**src/rtl/register_dump_sequencer.sv**
```systemverilog
`default_nettype none
// +-----------------------------------------------------------------------------+
// | register_dump_sequencer: streams a header byte then every register          |
// | (MSB byte first) to a byte-wide UART TX over a start/busy handshake.        |
// | Rev 1.0                                                                     |
// +-----------------------------------------------------------------------------+
module register_dump_sequencer #(
  parameter int         NUM_REGS    = 32,
  parameter logic [7:0] HEADER_BYTE = 8'hA5
) (
  input  logic        clock,
  input  logic        reset,
  input  logic        dump_start,
  input  logic [31:0] reg_data,
  output logic [4:0]  reg_index,
  input  logic        tx_busy,
  output logic [7:0]  tx_data,
  output logic        tx_start,
  output logic        dump_busy,
  output logic        dump_done
);

  localparam logic [2:0] c_IDLE   = 3'd0;
  localparam logic [2:0] c_HEADER = 3'd1;
  localparam logic [2:0] c_SETTLE = 3'd2;
  localparam logic [2:0] c_LOAD   = 3'd3;
  localparam logic [2:0] c_SEND   = 3'd4;
  localparam logic [2:0] c_ACK    = 3'd5;
  localparam logic [2:0] c_WAIT   = 3'd6;
  localparam logic [2:0] c_DONE   = 3'd7;

  localparam logic [4:0] c_LAST_IDX = 5'(NUM_REGS - 1);

  logic [2:0]  r_state;
  logic [4:0]  r_reg_index;
  logic [7:0]  r_tx_data;
  logic        r_tx_start;
  logic        r_dump_busy;
  logic        r_dump_done;
  logic [1:0]  r_byte_cnt;
  logic [31:0] r_capture;
  logic        r_hdr_flag;
  logic [7:0]  w_send_byte;

  // Byte n of the word sits at bit 31-8n, i.e. {~n, 3'b111} for a 2-bit n.
  assign w_send_byte = r_capture[{~r_byte_cnt, 3'b111} -: 8];

  always_ff @(posedge clock or posedge reset) begin
    if (reset) begin
      r_state     <= c_IDLE;
      r_reg_index <= 5'd0;
      r_tx_data   <= 8'd0;
      r_tx_start  <= 1'b0;
      r_dump_busy <= 1'b0;
      r_dump_done <= 1'b0;
      r_byte_cnt  <= 2'd0;
      r_capture   <= 32'd0;
      r_hdr_flag  <= 1'b0;
    end else begin
      r_tx_start  <= 1'b0;
      r_dump_done <= 1'b0;
      case (r_state)
        c_IDLE: begin
          if (dump_start) begin
            r_state     <= c_HEADER;
            r_reg_index <= 5'd0;
            r_byte_cnt  <= 2'd0;
            r_dump_busy <= 1'b1;
          end
        end
        c_HEADER: begin
          if (!tx_busy) begin
            r_tx_data  <= HEADER_BYTE;
            r_tx_start <= 1'b1;
            r_hdr_flag <= 1'b1;
            r_state    <= c_ACK;
          end
        end
        // tx_busy rises one cycle after tx_start; ACK hides that gap from WAIT.
        c_ACK: begin
          r_state <= c_WAIT;
        end
        c_WAIT: begin
          if (!tx_busy) begin
            if (r_hdr_flag) begin
              r_hdr_flag <= 1'b0;
              r_state    <= c_SETTLE;
            end else if (r_byte_cnt != 2'd3) begin
              r_byte_cnt <= r_byte_cnt + 2'd1;
              r_state    <= c_SEND;
            end else if (r_reg_index == c_LAST_IDX) begin
              r_state <= c_DONE;
            end else begin
              r_reg_index <= r_reg_index + 5'd1;
              r_byte_cnt  <= 2'd0;
              r_state     <= c_SETTLE;
            end
          end
        end
        c_SETTLE: begin
          r_state <= c_LOAD;
        end
        c_LOAD: begin
          r_capture <= reg_data;
          r_state   <= c_SEND;
        end
        c_SEND: begin
          if (!tx_busy) begin
            r_tx_data  <= w_send_byte;
            r_tx_start <= 1'b1;
            r_state    <= c_ACK;
          end
        end
        c_DONE: begin
          r_dump_done <= 1'b1;
          r_dump_busy <= 1'b0;
          r_reg_index <= 5'd0;
          r_state     <= c_IDLE;
        end
        default: begin
          r_state <= c_IDLE;
        end
      endcase
    end
  end

  assign reg_index = r_reg_index;
  assign tx_data   = r_tx_data;
  assign tx_start  = r_tx_start;
  assign dump_busy = r_dump_busy;
  assign dump_done = r_dump_done;

endmodule
`default_nettype wire

```
**config.mk**
```make
export PLATFORM = sky130hd
export DESIGN_NAME = register_dump_sequencer
export DESIGN_NICKNAME = d
export VERILOG_FILES = /design/src/rtl/register_dump_sequencer.sv
export SDC_FILE = /design/constraint.sdc
export NUM_CORES = 1
export LEC_CHECK = 0
export CAP_MARGIN = 20
export CORE_MARGIN = 4
export CORE_UTILIZATION = 46
export CTS_CLUSTER_SIZE = 20
export DETAILED_ROUTE_END_ITERATION = 8
export PLACE_DENSITY = 0.75
export SLEW_MARGIN = 10
export SYNTH_ARGS = -nofsm -noshare
export SYNTH_HDL_FRONTEND = slang
export SYNTH_SLANG_ARGS = --single-unit
```
**constraint.sdc**
```tcl
create_clock -name clock -period 1.8 [get_ports clock]
set_input_delay 0.45 -clock clock [delete_from_list [all_inputs] [get_ports clock]]
set_output_delay 0.45 -clock clock [all_outputs]
set_load 0.005 [all_outputs]
```
Fig. 1: met3 routing
Scale: 3 px per µm.
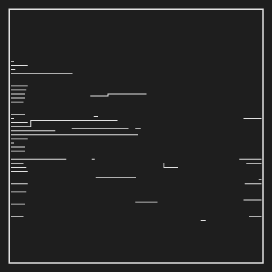
wire length on this layer = 322 µm
share of all routed wire = 6.1%
GRT met3 Usage: 0.04837
DR vias: 1795
final WL: 5300 µm

Fig. 2: congestion heat map
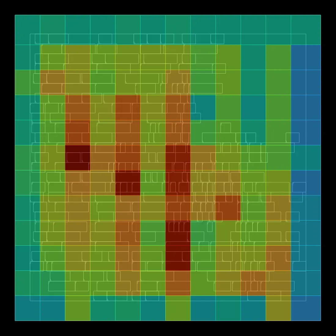
Top Usage Layer GRT: met2
Final Core Density: 0.6224
global routing met1 resource utilization: 0.2056
Total Routing Usage GR: 0.1594
GRT met2 Usage: 0.2575

Fig. 3: selected gate families
Scale: 6 px per µm.
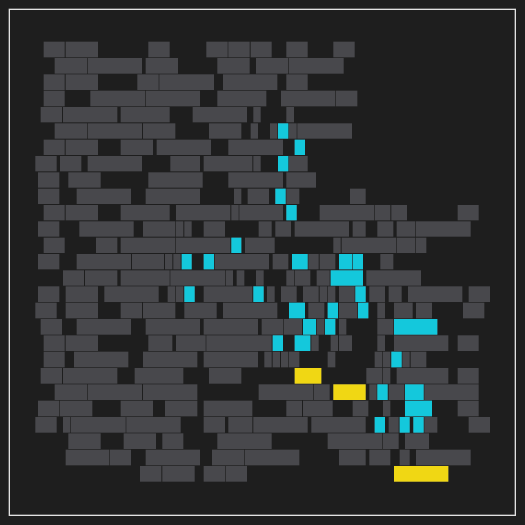
inverting AOI/OAI gates -> cyan  # cells 30, most used o21ai_0
adder and majority cells -> yellow  # cells 3
Post-Layout Cell Count: 340
multi-input gate share of total cell area: 0.3548
most used logic cell in the final layout: dfrtp_1

Fig. 4: the metal 2 layer
Scale: 3 px per µm. Cells faint in the background.
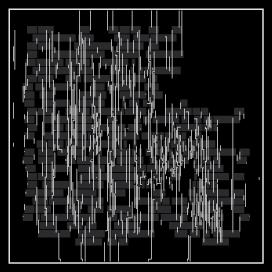
main direction = vertical
longest straight run = 41.1 µm
nets with wire on the layer = 267

synth_stat cells, drive strengths merged, types with 2 or more instances:
master  number  area, µm²
nor2        15      56.30
nor4         2      12.51
and2         2      12.51
buf          9      105.1
a211oi       2      20.02
o21ai       16      80.08
a21oi        6      30.03
nand2       23      88.84
dfrtp       54       1351
mux2        32      473.0
and3         2      12.51
inv          2      7.510
mux4         8      180.2
nor3         3      15.01
nand3        2      10.01
nor4b        4      41.29
ha           3      37.54
clkbuf       5      20.01
nor3b        4      30.03
cell type report:
| class | count | area (µm²) | share of cell area |
|---|---|---|---|
| Clock inverter | 3 | 47.55 | 0.01370 |
| Inverter | 2 | 7.507 | 0.002164 |
| Multi-Input combinational cell | 135 | 1231 | 0.3548 |
| Clock buffer | 5 | 68.82 | 0.01983 |
| Timing Repair Buffer | 69 | 673.1 | 0.1940 |
| Tap cell | 72 | 90.09 | 0.02596 |
| Sequential cell | 54 | 1351 | 0.3895 |
routing by layer:
metal,part of all wire,up-vias,GRT usage,wire length [µm]
li1,-,852,-,-
met1,0.44,890,0.2056,2320
met2,0.49,45,0.2575,2590
met3,0.061,8,0.04837,321
met4,0.013,0,0.04825,68
met5,0,-,0,0
sequential cells by signal (all words and copies together), names as in the netlist:
signal,cells
r_capture,32
tx_data,8
reg_index,5
r_state,3
r_byte_cnt,2
dump_busy,1
dump_done,1
r_hdr_flag,1
tx_start,1
through the flow:
step	std cells	TNS, ns	utilization	instance area, µm²
after floorplan	205	0	-	2664
after global placement	332	-0.04078	0.5919	3299
after detailed placement	332	-0.2144	0.5919	3299
after CTS	340	0	0.6166	3437
after global routing	340	0	0.6224	3470
final	340	0	0.6224	3470
worst paths after layout:
| kind | startpoint | end | slack (ns) | depth (start not counted) |
|---|---|---|---|---|
| min in group clock | tx_data[2]$_DFFE_PP0P_ | tx_data[2]$_DFFE_PP0P_ | 0.51 | 2 |
| min | reset | r_byte_cnt[1]$_DFFE_PP0P_ | 0.49 | 3 |
| max reg2reg | reg_index[0]$_DFFE_PP0P_ | reg_index[2]$_DFFE_PP0P_ | 0.09 | 7 |
| max in group asynchronous | reset | tx_data[3]$_DFFE_PP0P_ | 1.07 | 3 |
| min reg2reg | tx_data[2]$_DFFE_PP0P_ | tx_data[2]$_DFFE_PP0P_ | 0.51 | 2 |
| max | reg_index[0]$_DFFE_PP0P_ | reg_index[0] | 0.05 | 2 |
kinds of logic (layout without fill, tap and decap cells):
family | Yosys count | in the layout | synth area share
DFF | 54 | 54 | 0.5073
xor gates and xnor gates | 1 | 1 | 0.003289
muxes | 40 | 40 | 0.2452
buffers and inverters | 16 | 79 | 0.04979
and+or+nand+nor | 61 | 61 | 0.1151
adders and majority gates | 3 | 3 | 0.01409
AOI/OAI and AO/OA | 30 | 30 | 0.06530
power by group:
group,total [W],leakage (nW),internal (W),switching [W]
logic,0.00228,0.857,0.00143,0.000847
clock network,0.000852,0.0591,0.000425,0.000427
registers,0.00211,0.642,0.00175,0.000363
timing repair:
action                                  CTS  global route
pin swaps                                 4             3
gates resized                             5             8
endpoints found under the setup margin    3             7
worst max-delay path, cell delays in order (launching register included):
cell	delay, ns
dfrtp_1	0.37
buf_4	0.13
clkdlybuf4s50_1	0.50
==> results.cfg <==
; generated from flow reports
[status]
status = finished, final reports clean

[clock_tree]
post_cts_buffers = 0
cts_hold_buf = 0
clock_path_buffers = 2
clock-sinks = 54
cts_buffers = 5
cts_tree = done
cts.clk_slew.worst_paths_ns = 0.10
htree_levels = 2
clock-root-buffer = clkbuf_8

[floorplanning]
core_area_um2 = 5574
die_y_um = 84.10
die_x_um = 84.10
fp_util = 0.4779
boundaryPins = 52

[placement]
dpl_worst_slack_ns = -0.1074
hpwlAfterDp_um = 3723
numPortBuffers = 51

[synth]
ys_types = 38
seq_area_frac_synth = 0.5073
fp_nets = 244
async_flop_share = 1.000
yosysWarningCount = 0
synth-main-ff-cell = dfrtp_1
syn_area_um2 = 2664
yosysChipArea_um2 = 2664
ys_ff = 54
postSynthCellCount = 205
ys_cells = 205
syn_avg_cell_area_um2 = 12.99

[power_and_ir_drop]
power.density_nw_per_um2 = 1510
vdd_drop_max_mv = 0.6979
p_leak_nw = 1.559
report.power.total_w = 0.005240

[global_routing]
grt_pass1_wl_um = 8997
grt_pass1_vias = 1864
overflow = 0
antenna_found_initial = 0
grt_max_degree = 55

[worst_setup_path]
cp-end-kind = primary output
startpoint_type = register
arrival_ns = 1.30
required_ns = 1.35
crit_fanout = 4
criticalPathCategory = reg -> out

[finish]
final_cell_mix = dfrtp_1, clkdlybuf4s50_1, mux2_4
nNetsFinal = 306
area_growth_pct = 30.25
drive_gt1_frac = 0.2873
num-fill-cells = 456

[final_timing]
rsz0062_at_grt = no
slew_headroom = 0.6363
skew_ns = 0.004614
hold_viol_final = 0
layout_setup_ws_ns = 0.04734
maxSlewViolCount = 0
setup_viol = 0
fmax_mhz = 570.6
period_needed_ns = 1.753
tightest_slew_ns = 0.5379

[drt]
viasPerCell = 5.279
antenna_left = 0
drc = 0
drt_iter0_drc = 77
dr.pass1.iters = 4

[flow_run]
warnings = 26
drv_cap = 0

[worst_hold_path]
hold_path.class = in -> async
Power and IR drop assume default switching activity.
